**config.mk**
```make
export PLATFORM = sky130hd
export DESIGN_NAME = bit_enumerator_flat
export DESIGN_NICKNAME = d
export VERILOG_FILES = /design/src/rtl/bit_enumerator_if.sv /design/src/rtl/bit_enumerator.sv /design/src/flat_wrapper.sv
export SDC_FILE = /design/constraint.sdc
export NUM_CORES = 1
export LEC_CHECK = 0
export CORE_UTILIZATION = 52
export DETAILED_ROUTE_END_ITERATION = 10
export HOLD_SLACK_MARGIN = 0.12
export PLACE_DENSITY_LB_ADDON = 0.15
export SYNTH_ARGS = -nofsm -noshare
export SYNTH_HDL_FRONTEND = slang
export SYNTH_SLANG_ARGS = --single-unit
```
**constraint.sdc**
```tcl
create_clock -name clk -period 3.4 [get_ports clk]
set_input_delay 0.34 -clock clk [delete_from_list [all_inputs] [get_ports clk]]
set_output_delay 0.34 -clock clk [all_outputs]
set_load 0.005 [all_outputs]
```
**src/rtl/bit_enumerator_if.sv**
```systemverilog
// Stream interface for bit_enumerator: mask in, one set-bit index per beat out,
// plus the completion pulse and population count.
interface bit_enumerator_if #(
  parameter int WIDTH = 32,
  parameter int IDX_W = $clog2(WIDTH)
);
  logic             in_valid;
  logic             in_ready;
  logic [WIDTH-1:0] in_mask;
  logic             out_valid;
  logic             out_ready;
  logic [IDX_W-1:0] out_index;
  logic [IDX_W:0]   out_ord;
  logic             out_last;
  logic             done;
  logic [IDX_W:0]   total;

  modport master (
    output in_valid, in_mask, out_ready,
    input  in_ready, out_valid, out_index, out_ord, out_last, done, total
  );

  modport slave (
    input  in_valid, in_mask, out_ready,
    output in_ready, out_valid, out_index, out_ord, out_last, done, total
  );
endinterface

```
**src/rtl/bit_enumerator.sv**
```systemverilog
// Walks a register mask lowest-bit-first, emitting one set-bit index per beat,
// then pulses done with the number of beats transferred.
module bit_enumerator #(
  parameter int WIDTH = 32,
  parameter int IDX_W = $clog2(WIDTH)
) (
  input  logic             clk,
  input  logic             reset,
  bit_enumerator_if.slave  bus
);

  typedef enum logic [1:0] {IDLE, EMIT, DONE} state_t;

  localparam logic [WIDTH-1:0] ONE_W   = WIDTH'(1);
  localparam logic [IDX_W:0]   ONE_ORD = (IDX_W+1)'(1);

  state_t           state, state_n;
  logic [WIDTH-1:0] remaining, remaining_n;
  logic [IDX_W:0]   ord, ord_n;
  logic             last;

  function automatic logic [IDX_W-1:0] lowest_idx(input logic [WIDTH-1:0] m);
    lowest_idx = '0;
    for (int i = WIDTH - 1; i >= 0; i--) begin
      if (m[i]) lowest_idx = i[IDX_W-1:0];
    end
  endfunction

  function automatic logic single_bit(input logic [WIDTH-1:0] m);
    return (m != '0) && ((m & (m - ONE_W)) == '0);
  endfunction

  always_ff @(posedge clk) begin
    if (reset) begin
      state     <= IDLE;
      remaining <= '0;
      ord       <= '0;
    end else begin
      state     <= state_n;
      remaining <= remaining_n;
      ord       <= ord_n;
    end
  end

  // Outputs decode from registered state only, so out_ready never reaches out_valid/out_index.
  always_comb begin
    state_n       = state;
    remaining_n   = remaining;
    ord_n         = ord;
    last          = single_bit(remaining);
    bus.in_ready  = 1'b0;
    bus.out_valid = 1'b0;
    bus.out_index = '0;
    bus.out_ord   = '0;
    bus.out_last  = 1'b0;
    bus.done      = 1'b0;
    bus.total     = '0;
    unique case (state)
      IDLE: begin
        bus.in_ready = 1'b1;
        if (bus.in_valid) begin
          remaining_n = bus.in_mask;
          ord_n       = '0;
          state_n     = (bus.in_mask != '0) ? EMIT : DONE;
        end
      end
      EMIT: begin
        bus.out_valid = 1'b1;
        bus.out_index = lowest_idx(remaining);
        bus.out_ord   = ord;
        bus.out_last  = last;
        if (bus.out_ready) begin
          remaining_n = remaining & (remaining - ONE_W);
          ord_n       = ord + ONE_ORD;
          if (last) state_n = DONE;
        end
      end
      DONE: begin
        bus.done  = 1'b1;
        bus.total = ord;
        state_n   = IDLE;
      end
      default: state_n = IDLE;
    endcase
  end

endmodule
```
**src/flat_wrapper.sv**
```systemverilog
// flat-port wrapper written by rule: the top's interface ports become plain ports
module bit_enumerator_flat 
#(
  parameter int WIDTH = 32,
  parameter int IDX_W = $clog2(WIDTH)
)
  (clk, reset, bus_in_valid, bus_in_mask, bus_out_ready, bus_in_ready, bus_out_valid, bus_out_index, bus_out_ord, bus_out_last, bus_done, bus_total);
  bit_enumerator_if #(.WIDTH(WIDTH), .IDX_W(IDX_W)) bus_i ();
  input  logic clk;
  input  logic reset;
  input wire logic [$bits(bus_i.in_valid)-1:0] bus_in_valid;
  input wire logic [$bits(bus_i.in_mask)-1:0] bus_in_mask;
  input wire logic [$bits(bus_i.out_ready)-1:0] bus_out_ready;
  output wire logic [$bits(bus_i.in_ready)-1:0] bus_in_ready;
  output wire logic [$bits(bus_i.out_valid)-1:0] bus_out_valid;
  output wire logic [$bits(bus_i.out_index)-1:0] bus_out_index;
  output wire logic [$bits(bus_i.out_ord)-1:0] bus_out_ord;
  output wire logic [$bits(bus_i.out_last)-1:0] bus_out_last;
  output wire logic [$bits(bus_i.done)-1:0] bus_done;
  output wire logic [$bits(bus_i.total)-1:0] bus_total;
  assign bus_i.in_valid = bus_in_valid;
  assign bus_i.in_mask = bus_in_mask;
  assign bus_i.out_ready = bus_out_ready;
  assign bus_in_ready = bus_i.in_ready;
  assign bus_out_valid = bus_i.out_valid;
  assign bus_out_index = bus_i.out_index;
  assign bus_out_ord = bus_i.out_ord;
  assign bus_out_last = bus_i.out_last;
  assign bus_done = bus_i.done;
  assign bus_total = bus_i.total;
  bit_enumerator #(.WIDTH(WIDTH), .IDX_W(IDX_W)) u_core (.clk(clk), .reset(reset), .bus(bus_i));
endmodule
```
Figure 1. Track usage over the die (run 1).
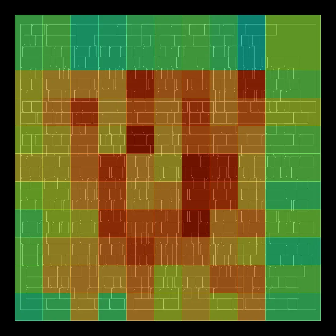
Wirelength per Cell: 16.8 um
GRT Overall Usage: 34.5%
Most Crowded Layer GR: met2
Global Route met3 Usage: 7.28%

Figure 2. Cells colored by class (run 1).
Scale bar: 20 um.
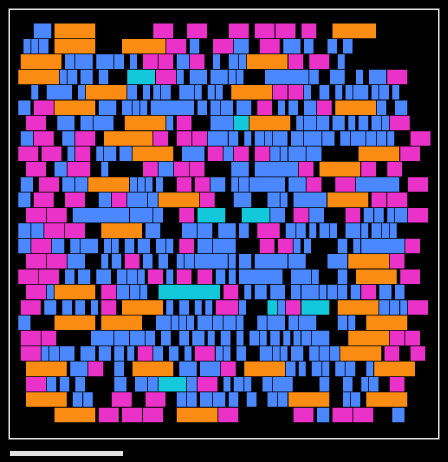
- orange: registers (cells 40)
- blue: remaining logic cells (cells 323)
- magenta: remaining buffers and delay cells (cells 113)
- cyan: clock drivers and dummy loads (cells 8)
register fraction of the total cell area: 20.4%
Core Footprint: 0.00517 mm^2
Post-Route Utilization: 76.4%
Non-Filler Cell Area, Final: 0.00395 mm^2
floorplan row count: 26

Figure 3. Where the registers sit (run 1).
Other cells in gray.
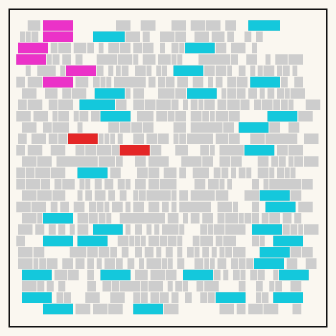
- red: u_core.state (sequential cells 2)
- cyan: u_core.remaining (sequential cells 32; where widely spread)
- magenta: u_core.ord (sequential cells 6; where top left)
total sequential power: 0.576 mW
flip-flop and latch area: 807 um^2

Figure 4. Floorplan with the power grid (run 1).
Pins as bars on the die edge. Tap cells in gray.
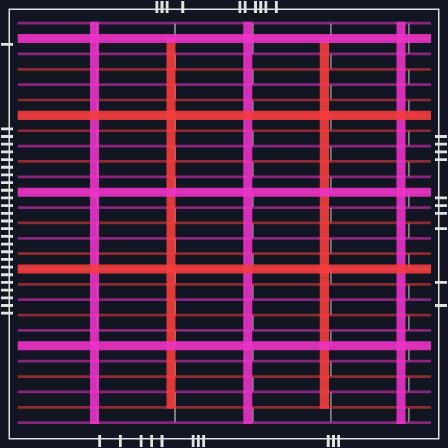
- red: VDD
- magenta: VSS
- signal pins: 57
- met5 straps: 5
- met4 straps: 5

==> ci_impl_report.md, run 1 <==
## PnR job results

| Metric | Value |
|---|---|
| Fraction of registers with async set or reset after synthesis | `0%` |
| Number of nets still failing antenna checks after routing | `0` |
| Worst Path Max Fanout | `3` |
| Clock tree buffer depth | `2` |
| Measured slew at the worst slew-check pin | `703 ps` |
| Relative slew slack | `~53%` |
| Full die area | `0.00574 mm^2` |
| Summed instance area of the synthesized netlist | `0.00283 mm^2` |
| Inverters, non-clock | `7` |
| TritonCTS Buffers | `5` |
| Register area share after synthesis | `28.3%` |
| Top area cells in the synthesized netlist | `sky130_fd_sc_hd__dfxtp_1, sky130_fd_sc_hd__o21ai_0, sky130_fd_sc_hd__a21oi_1` |
| Pre-CTS worst setup slack | `-167 ps` |
| Launch instance of the worst register-to-register path | `u_core.remaining[5]` |
| Tap cells | `70` |
| Clock Root Buffer | `sky130_fd_sc_hd__clkbuf_8` |
| Kind of end point of the critical path | `output port` |
| Crit path DRT | `3060 ps` |
| Routed wire length | `9330 um` |
| Number of maximum-capacitance constraint violations | `0` |
| Final weighted congestion in routability-driven placement | `0.984` |
| Worst min-delay path category | `reg -> reg` |
| Placed cell area | `0.00374 mm^2` |
| Fraction of layout instances using a drive strength above 1 | `between 10% and 20%` |
| Violations in the final reports | `setup timing` |
| Reg-to-reg critical path endpoint | `u_core.state[1]` |
| Number of antenna violations at the first check in global routing | `0` |
| Top area contributor share | `28.3%` |
| Total Nets Final | `roughly 520` |
| Post-route DRC violation count | `0` |
| And+or+nand+nor area frac | `30.2%` |
| Number of enable-type register cells in the synthesized netlist | `0` |
| Endpoints failing setup | `1` |
| Chip area line of the yosys report | `0.00283 mm^2` |
| P&R area growth vs syn | `39.6%` |
| Multiplexer share of the synthesized area | `0.354%` |
| Fraction of area in multi-input gates | `between 40% and 50%` |
| Warnings, synthesis | `0` |
| Clock network area share | `2.82%` |
| Top library cells by usage in the layout, fill and taps aside | `sky130_fd_sc_hd__clkdlybuf4s50_1, sky130_fd_sc_hd__buf_4, sky130_fd_sc_hd__nor2_1, sky130_fd_sc_hd__o21ai_0, sky130_fd_sc_hd__a21oi_1` |
| Post-synthesis average cell area | `7.13 um^2` |
| Worst clock skew on the final layout | `roughly 5.0 ps` |
| Yosys xor share | `under 10%` |
| Multi-input gates | `roughly 320` |
| Pre-Repair DR Iteration Count | `6` |
| Area fraction in compound gates | `32.4%` |
| Non-clock buffer share of cell area | `25.2%` |
| Init Core Util | `a little over half` |
| Worst Slack Setup Final | `-1.02 ps` |
| Flip-flops | `roughly 40` |
| Synthesized netlist net count | `434` |
| Hold Path Sink | `u_core.remaining[31]` |
| Leakage power | `1.48 nW` |
| Reg-to-reg setup timing slack | `just under 400 ps` |
| Share of the clock period used by the worst path | `100%` |
| Placed Cells | `543` |
| Detailed-route vias per instance | `6.14` |
| Total of flip-flops plus latches after synthesis | `approximately 40` |
| Time the final worst path needs with I/O delays and setup | `3400 ps` |
| Die span in y | `75.8 um` |
| Arrival time worst endpoint | `approximately 3100 ps` |
| Number of placed I/O pins | `57` |
| Number of clock sinks seen by CTS | `40` |
| Post-synthesis cell type count | `60` |
| # fillers | `407` |
| Cell type taking the most area | `logic gates` |
| Maximum ir drop on the vdd rail | `around 300 uV` |
| Largest net degree at the start of global routing | `41` |
| Startpoint types | `flip-flop` |
| Count of antenna diodes in the layout | `0` |
| Largest area contributor in the synthesized netlist | `sky130_fd_sc_hd__dfxtp_1` |
| Classification of the worst setup path | `reg -> out` |
| Detailed-route via count | `3,402` |
| Most numerous cell types in the synthesized netlist | `sky130_fd_sc_hd__nor2_1, sky130_fd_sc_hd__o21ai_0, sky130_fd_sc_hd__a21oi_1` |
| Non-filler cells, final | `554` |
| Status | `finished, violations left` |
| Combinational family with the most area after synthesis | `AND-OR/OR-AND gates` |
| Number of non-clock buffers | `between 100 and 150` |
| Maximum clock frequency | `294 MHz` |
| Late-Pin Clk Latency | `approximately 300 ps` |
[run 1: worst max-delay path: cells and delay by family (launching register included)]
kind	cells	cell delay, ps
flip-flops	1	340
AND-OR/OR-AND	1	200
AND/OR/NAND/NOR	6	1650
buffers and inverters	3	580
[run 1: repair_timing]
| action | CTS | global route |
|---|---|---|
| pin swaps | 5 | 1 |
| gates resized | 20 | 1 |
| setup buffers | 3 | 0 |
| setup endpoints to repair | 1 | 1 |
[run 1: power by group]
part           total (mW)  switching [mW]  internal (mW)
clock network       0.399           0.181          0.217
registers           0.576          0.0552          0.520
logic               0.902           0.487          0.415
[run 1: kinds of logic (layout without fill, tap and decap cells)]
kind of cell / Yosys count / after routing
xor+xnor: 4 / 4
fa+ha+maj: 4 / 4
compound gates: 146 / 146
mux: 1 / 1
simple gates: 161 / 161
buf+inv: 41 / 128
flops: 40 / 40
[run 1: worst max path at each step]
stage                              startpoint      endpoint  slack [ps]  cells past startpoint
after floorplan           u_core.remaining[1]  bus_out_last         440                      8
after global placement    u_core.remaining[0]  bus_out_last         -80                      9
after detailed placement  u_core.remaining[0]  bus_out_last        -170                      9
after CTS                 u_core.remaining[0]  bus_out_last           9                      9
after global routing      u_core.remaining[3]  bus_out_last        -140                     11
final                     u_core.remaining[5]  bus_out_last          -1                     10
[run 1: state kept, by name, summed over array words and instances (netlist names)]
name              cells
u_core.ord            6
u_core.remaining     32
u_core.state          2
[run 1: stage by stage]
stage	utilization [%]	hold slack, ps
final	76.4	528
after global routing	76.4	571
after CTS	76.3	530
after detailed placement	72.3	517
after global placement	72.3	495
after floorplan	-	475
[run 1: layer usage]
layer	vias to the layer above	wire length, um	global-route usage, %
met2	150	4410	58.0
met4	0	199	13.2
met5	-	0	0
met3	20	713	7.28
li1	1636	-	-
met1	1596	4010	43.3
## Run 2: what changed since run 1
--- a/config.mk
+++ b/config.mk
@@ -5,10 +5,12 @@
 export SDC_FILE = /design/constraint.sdc
 export NUM_CORES = 1
 export LEC_CHECK = 0
+export CAP_MARGIN = 10
 export CORE_UTILIZATION = 52
 export DETAILED_ROUTE_END_ITERATION = 10
 export HOLD_SLACK_MARGIN = 0.12
 export PLACE_DENSITY_LB_ADDON = 0.15
+export SETUP_SLACK_MARGIN = 0.3
 export SYNTH_ARGS = -nofsm -noshare
 export SYNTH_HDL_FRONTEND = slang
 export SYNTH_SLANG_ARGS = --single-unit
Figure 5. Floorplan with the power grid (run 2).
Pins as bars on the die edge. Tap cells in gray.
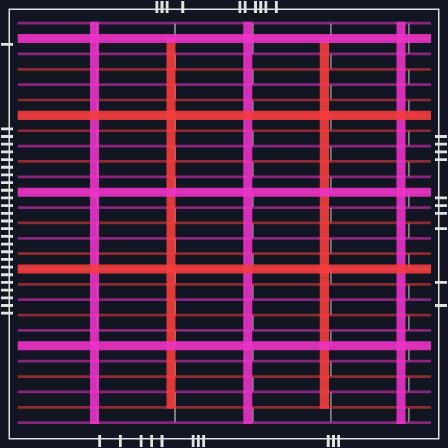
- red: VDD
- magenta: VSS
- tap cells: 70
- signal pins: 57
- met1 rails: 27
- met5 straps: 5
Die Span X: 75.8 um
die span in y: 75.8 um
maximum ir drop on the vdd rail: 298 uV

Figure 6. Clock wires, drivers and flops (run 2).
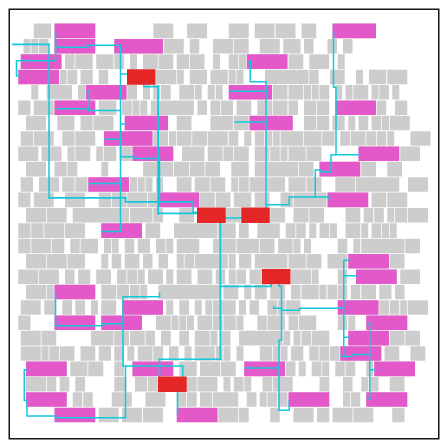
- magenta: flip-flops (count 40)
- red: clock-net drivers (count 5)
- cyan: clock wires (length 552 um)
- routed clock nets: 6
- flops lie: widely spread
share of power burned in the clock network: 20.9%
Late-Pin Clk Latency: 300 ps
clock distribution power: 0.401 mW
worst clock skew on the final layout: 3.84 ps

==> ci_impl_report.md, run 2 <==
## PnR job results

| Metric | Value |
|---|---|
| Status | `finished, final reports clean` |
| Fraction of area in multi-input gates | `48.5%` |
| # resized after CTS | `23` |
| Worst Slack Setup Final | `30.7 ps` |
| Top area contributor share | `28.3%` |
| Top area cells in the synthesized netlist | `sky130_fd_sc_hd__dfxtp_1, sky130_fd_sc_hd__o21ai_0, sky130_fd_sc_hd__a21oi_1` |
| Flip-flops | `40` |
| Number of nets still failing antenna checks after routing | `0` |
| Pre-CTS worst setup slack | `-167 ps` |
| Relative slew slack | `between 50% and 60%` |
| Post-Route Utilization | `77.6%` |
| Top Registers | `u_core.remaining x32, u_core.ord x6, u_core.state x2` |
| Largest net degree at the start of global routing | `between 40 and 50` |
| Largest area contributor in the synthesized netlist | `sky130_fd_sc_hd__dfxtp_1` |
| Critical path startpoint | `u_core.remaining[6]` |
| Warnings, synthesis | `0` |
| Classification of the worst setup path | `reg -> out` |
| TritonCTS Buffers | `5` |
| Maximum clock frequency | `297 MHz` |
| Register containing the most flip-flops in the final layout | `u_core.remaining` |
| Final weighted congestion in routability-driven placement | `roughly 1` |
| Post-synthesis average cell area | `7.13 um^2` |
| Number of placed I/O pins | `57` |
| Worst min-delay path category | `reg -> reg` |
| Post-route DRC violation count | `0` |
| Detailed-route vias per instance | `6.29` |
| Worst Path Max Fanout | `6` |
| Number of clock sinks seen by CTS | `40` |
| Kind of end point of the critical path | `output port` |
| Synthesized netlist net count | `434` |
| Clock tree buffer depth | `2` |
| Count of antenna diodes in the layout | `0` |
| Routed length on met1 | `4000 um` |
| Floorplan row count | `26` |
| Most numerous cell types in the synthesized netlist | `sky130_fd_sc_hd__nor2_1, sky130_fd_sc_hd__o21ai_0, sky130_fd_sc_hd__a21oi_1` |
| Flip-flop and latch area | `813 um^2` |
| Crit path DRT | `3060 ps` |
| End of the critical path | `bus_out_last` |
| Measured slew at the worst slew-check pin | `around 650 ps` |
| Startpoint types | `flip-flop` |
| Register area share after synthesis | `28.3%` |
| Number of antenna violations at the first check in global routing | `0` |
| Init Core Util | `54.7%` |
| Placed cell area | `0.00374 mm^2` |
| Total of flip-flops plus latches after synthesis | `40` |
| Top library cells by usage in the layout, fill and taps aside | `sky130_fd_sc_hd__buf_4, sky130_fd_sc_hd__clkdlybuf4s50_1, sky130_fd_sc_hd__nor2_1, sky130_fd_sc_hd__o21ai_0, sky130_fd_sc_hd__a21oi_1` |
| Non-Filler Cell Area, Final | `0.00402 mm^2` |
| Clock network area share | `2.77%` |
| Clock Root Buffer | `sky130_fd_sc_hd__clkbuf_8` |
| Uppermost layer routed | `met4` |
| Share of the clock period used by the worst path | `99.1%` |
| Flip-flop count of the largest register, all copies and words added | `32` |
| Multi-input gates | `316` |
| Number of maximum-capacitance constraint violations | `0` |
-- run 2: cell counts after synthesis --
Identical to the previous run, type by type.
-- run 2: power by group --
group	internal, mW	switching, mW
Clock	0.217	0.184
Combinational	0.435	0.508
Sequential	0.521	0.0563
Total	1.17	0.748
-- run 2: logic make-up (layout without fill, tap and decap cells) --
| group | count (synthesis) | count (layout) | synth area share, % |
|---|---|---|---|
| XOR/XNOR | 4 | 4 | 1.24 |
| AND-OR/OR-AND | 146 | 146 | 32.5 |
| AND/OR/NAND/NOR | 161 | 161 | 30.2 |
| adder cells (fa/ha/maj) | 4 | 4 | 1.50 |
| multiplexers | 1 | 1 | 0.354 |
| buffers and inverters | 41 | 132 | 6.01 |
| flip-flops | 40 | 40 | 28.3 |
-- run 2: worst min-delay path by stage --
stage / endpoint / slack, ps / cells after the start
2_1_floorplan: u_core.remaining[31] / 470 / 2
3_3_place_gp: u_core.remaining[31] / 500 / 2
3_5_place_dp: u_core.remaining[31] / 520 / 2
4_1_cts: u_core.remaining[31] / 530 / 2
5_1_grt: u_core.remaining[31] / 570 / 2
6_report: u_core.remaining[31] / 530 / 2
-- run 2: critical path: stages, from the launching register on --
cell	delay, ps
sky130_fd_sc_hd__dfxtp_2	340
sky130_fd_sc_hd__nor4_4	360
sky130_fd_sc_hd__buf_4	180
sky130_fd_sc_hd__nand4_4	150
sky130_fd_sc_hd__buf_6	180
sky130_fd_sc_hd__o31ai_4	160
sky130_fd_sc_hd__o211ai_1	140
sky130_fd_sc_hd__or4_4	550
sky130_fd_sc_hd__or4_4	440
sky130_fd_sc_hd__nor2_2	90
sky130_fd_sc_hd__buf_2	130
-- run 2: metal layers --
metal  vias up  global-route usage [%]
li1       1650                       -
met1      1624                    43.0
met2       196                    58.8
met3        41                    8.07
met4         0                    15.4
met5         -                       0
## Run 3: what changed since run 2
--- a/config.mk
+++ b/config.mk
@@ -10,7 +10,6 @@
 export DETAILED_ROUTE_END_ITERATION = 10
 export HOLD_SLACK_MARGIN = 0.12
 export PLACE_DENSITY_LB_ADDON = 0.15
-export SETUP_SLACK_MARGIN = 0.3
 export SYNTH_ARGS = -nofsm -noshare
 export SYNTH_HDL_FRONTEND = slang
 export SYNTH_SLANG_ARGS = --single-unit
==> ci_impl_report.md, run 3 <==
## PnR job results

| Metric | Value |
|---|---|
| Status | `finished, violations left` |
| Violations in the final reports | `setup timing` |
| P&R area growth vs syn | `39.6%` |
| Top library cells by usage in the layout, fill and taps aside | `sky130_fd_sc_hd__clkdlybuf4s50_1, sky130_fd_sc_hd__buf_4, sky130_fd_sc_hd__nor2_1, sky130_fd_sc_hd__o21ai_0, sky130_fd_sc_hd__a21oi_1` |
| Register area share after synthesis | `28.3%` |
| Floorplan row count | `26` |
| Placed Cells | `543` |
| Die span in y | `roughly 76 um` |
| Number of antenna violations at the first check in global routing | `0` |
| WHS | `528 ps` |
| Post-synthesis cell type count | `60` |
| Routed wire length | `a little over 9000 um` |
| Top area contributor share | `28.3%` |
| Leakage power | `1.48 nW` |
| End of the critical path | `bus_out_last` |
| Worst stage delay on the critical path | `~540 ps` |
| Largest net degree at the start of global routing | `41` |
| GRT Overall Usage | `34.5%` |
| Worst Slack Setup Final | `-1.02 ps` |
| Late-Pin Clk Latency | `300 ps` |
| Synthesized netlist net count | `434` |
| Die Span X | `between 70 and 80 um` |
| Net switching component of the power | `around 0.72 mW` |
| Non-filler cells, final | `554` |
| Combinational family with the most area after synthesis | `AND-OR/OR-AND gates` |
| Cell family contributing the most delay on the critical path | `simple AND/OR/NAND/NOR gates` |
| Post-route DRC violation count | `0` |
| Detailed-route vias per instance | `6.14` |
| Number of placed I/O pins | `57` |
| Total of flip-flops plus latches after synthesis | `40` |
| Fraction of layout instances using a drive strength above 1 | `between 10% and 20%` |
| Number of clock sinks seen by CTS | `40` |
| Multiplexer share of the synthesized area | `0.354%` |
| Chip area line of the yosys report | `0.00283 mm^2` |
| Clock Root Buffer | `sky130_fd_sc_hd__clkbuf_8` |
| Number of enable-type register cells in the synthesized netlist | `0` |
| Detailed-route via count | `~3.4k` |
| Kind of end point of the critical path | `output port` |
| Launch instance of the worst register-to-register path | `u_core.remaining[5]` |
| Endpoints failing setup | `1` |
| TritonCTS Buffers | `5` |
| Arithmetic-cell share of the synthesized area counting full adders, half adders and majority gates | `under 10%` |
| Flip-flop count of the largest register, all copies and words added | `32` |
| Stages on worst setup path | `10` |
| Init Core Util | `about 55%` |
| Crit path DRT | `3060 ps` |
| Summed instance area of the synthesized netlist | `between 0.002 and 0.003 mm^2` |
| Number of nets still failing antenna checks after routing | `0` |
| Largest area contributor in the synthesized netlist | `sky130_fd_sc_hd__dfxtp_1` |
| Measured slew at the worst slew-check pin | `703 ps` |
| Warnings, synthesis | `0` |
| And+or+nand+nor area frac | `30.2%` |
| Relative contribution of sequential cells to total power | `30.7%` |
| WP buf/inv | `3` |
| Post-Route Utilization | `76.4%` |
## run 3: cell type report
| class | instances | area, um^2 |
|---|---|---|
| Clock inverter | 3 | 42.5 |
| Timing Repair Buffer | 113 | 997 |
| Clock buffer | 5 | 68.8 |
| Fill cell | 407 | 1220 |
| Inverter | 7 | 26.3 |
| Multi-Input combinational cell | 316 | 1920 |
| Sequential cell | 40 | 807 |
| Tap cell | 70 | 87.6 |
## run 3: timing repair
action | 4_1_cts | 5_1_grt
pin swaps | 5 | 1
buffers inserted | 3 | 0
hold buffers | 0 | 0
gates resized | 20 | 1
endpoints found under the hold margin | 0 | 0
setup endpoints to repair | 1 | 1
## run 3: worst min-delay path by stage
stage                                       to  slack (ps)
after floorplan           u_core.remaining[31]         470
after global placement    u_core.remaining[31]         500
after detailed placement  u_core.remaining[31]         520
after CTS                 u_core.remaining[31]         530
after global routing      u_core.remaining[31]         570
final                     u_core.remaining[31]         530
## run 3: routing by layer
layer / global-route usage (%) / share of wire, % / vias up / wire [um]
met3: 7.28 / 7.6 / 20 / 713
met5: 0 / 0 / - / 0
li1: - / - / 1636 / -
met1: 43.3 / 43 / 1596 / 4010
met2: 58.0 / 47 / 150 / 4410
met4: 13.2 / 2.1 / 0 / 199
## run 3: power groups by stage
stage,Combinational [mW],Sequential (mW),Clock [mW]
6_report,0.902,0.576,0.399
5_1_grt,0.982,0.581,0.420
4_1_cts,0.884,0.574,0.403
3_5_place_dp,0.828,0.583,0
3_3_place_gp,0.815,0.580,0
2_1_floorplan,0.496,0.574,0
## run 3: tightest hold or removal path, cell delays in order, from the launching register on
cell	delay, ps
sky130_fd_sc_hd__dfxtp_1	340
sky130_fd_sc_hd__o21ai_0	80
sky130_fd_sc_hd__a21oi_1	60
Figure 7. Floorplan with the power grid (run 3).
Pins as bars on the die edge. Tap cells in gray.
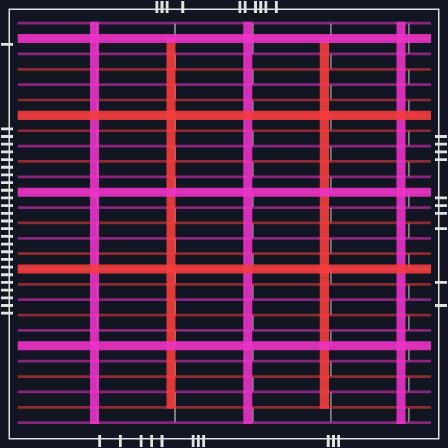
- magenta: VSS
- red: VDD
- met1 rails: 27
- met4 straps: 5
- met5 straps: 5
maximum ir drop on the vdd rail: 300 uV

Figure 8. Clock wires, drivers and flops (run 3).
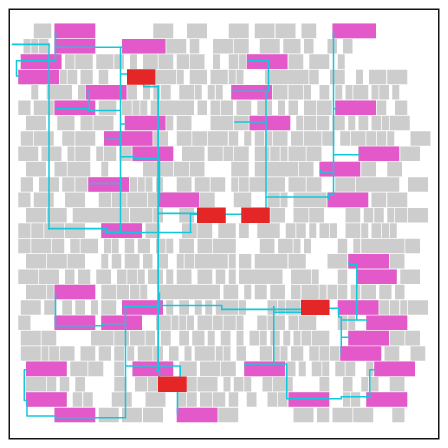
- magenta: flip-flops (count 40)
- red: clock-net drivers (count 5)
- cyan: clock wires (length 549 um)
- routed clock nets: 6
clock distribution power: 0.399 mW
share of power burned in the clock network: 21.2%
worst clock skew on the final layout: 5.03 ps

Power is estimated from default activity; no workload was simulated.
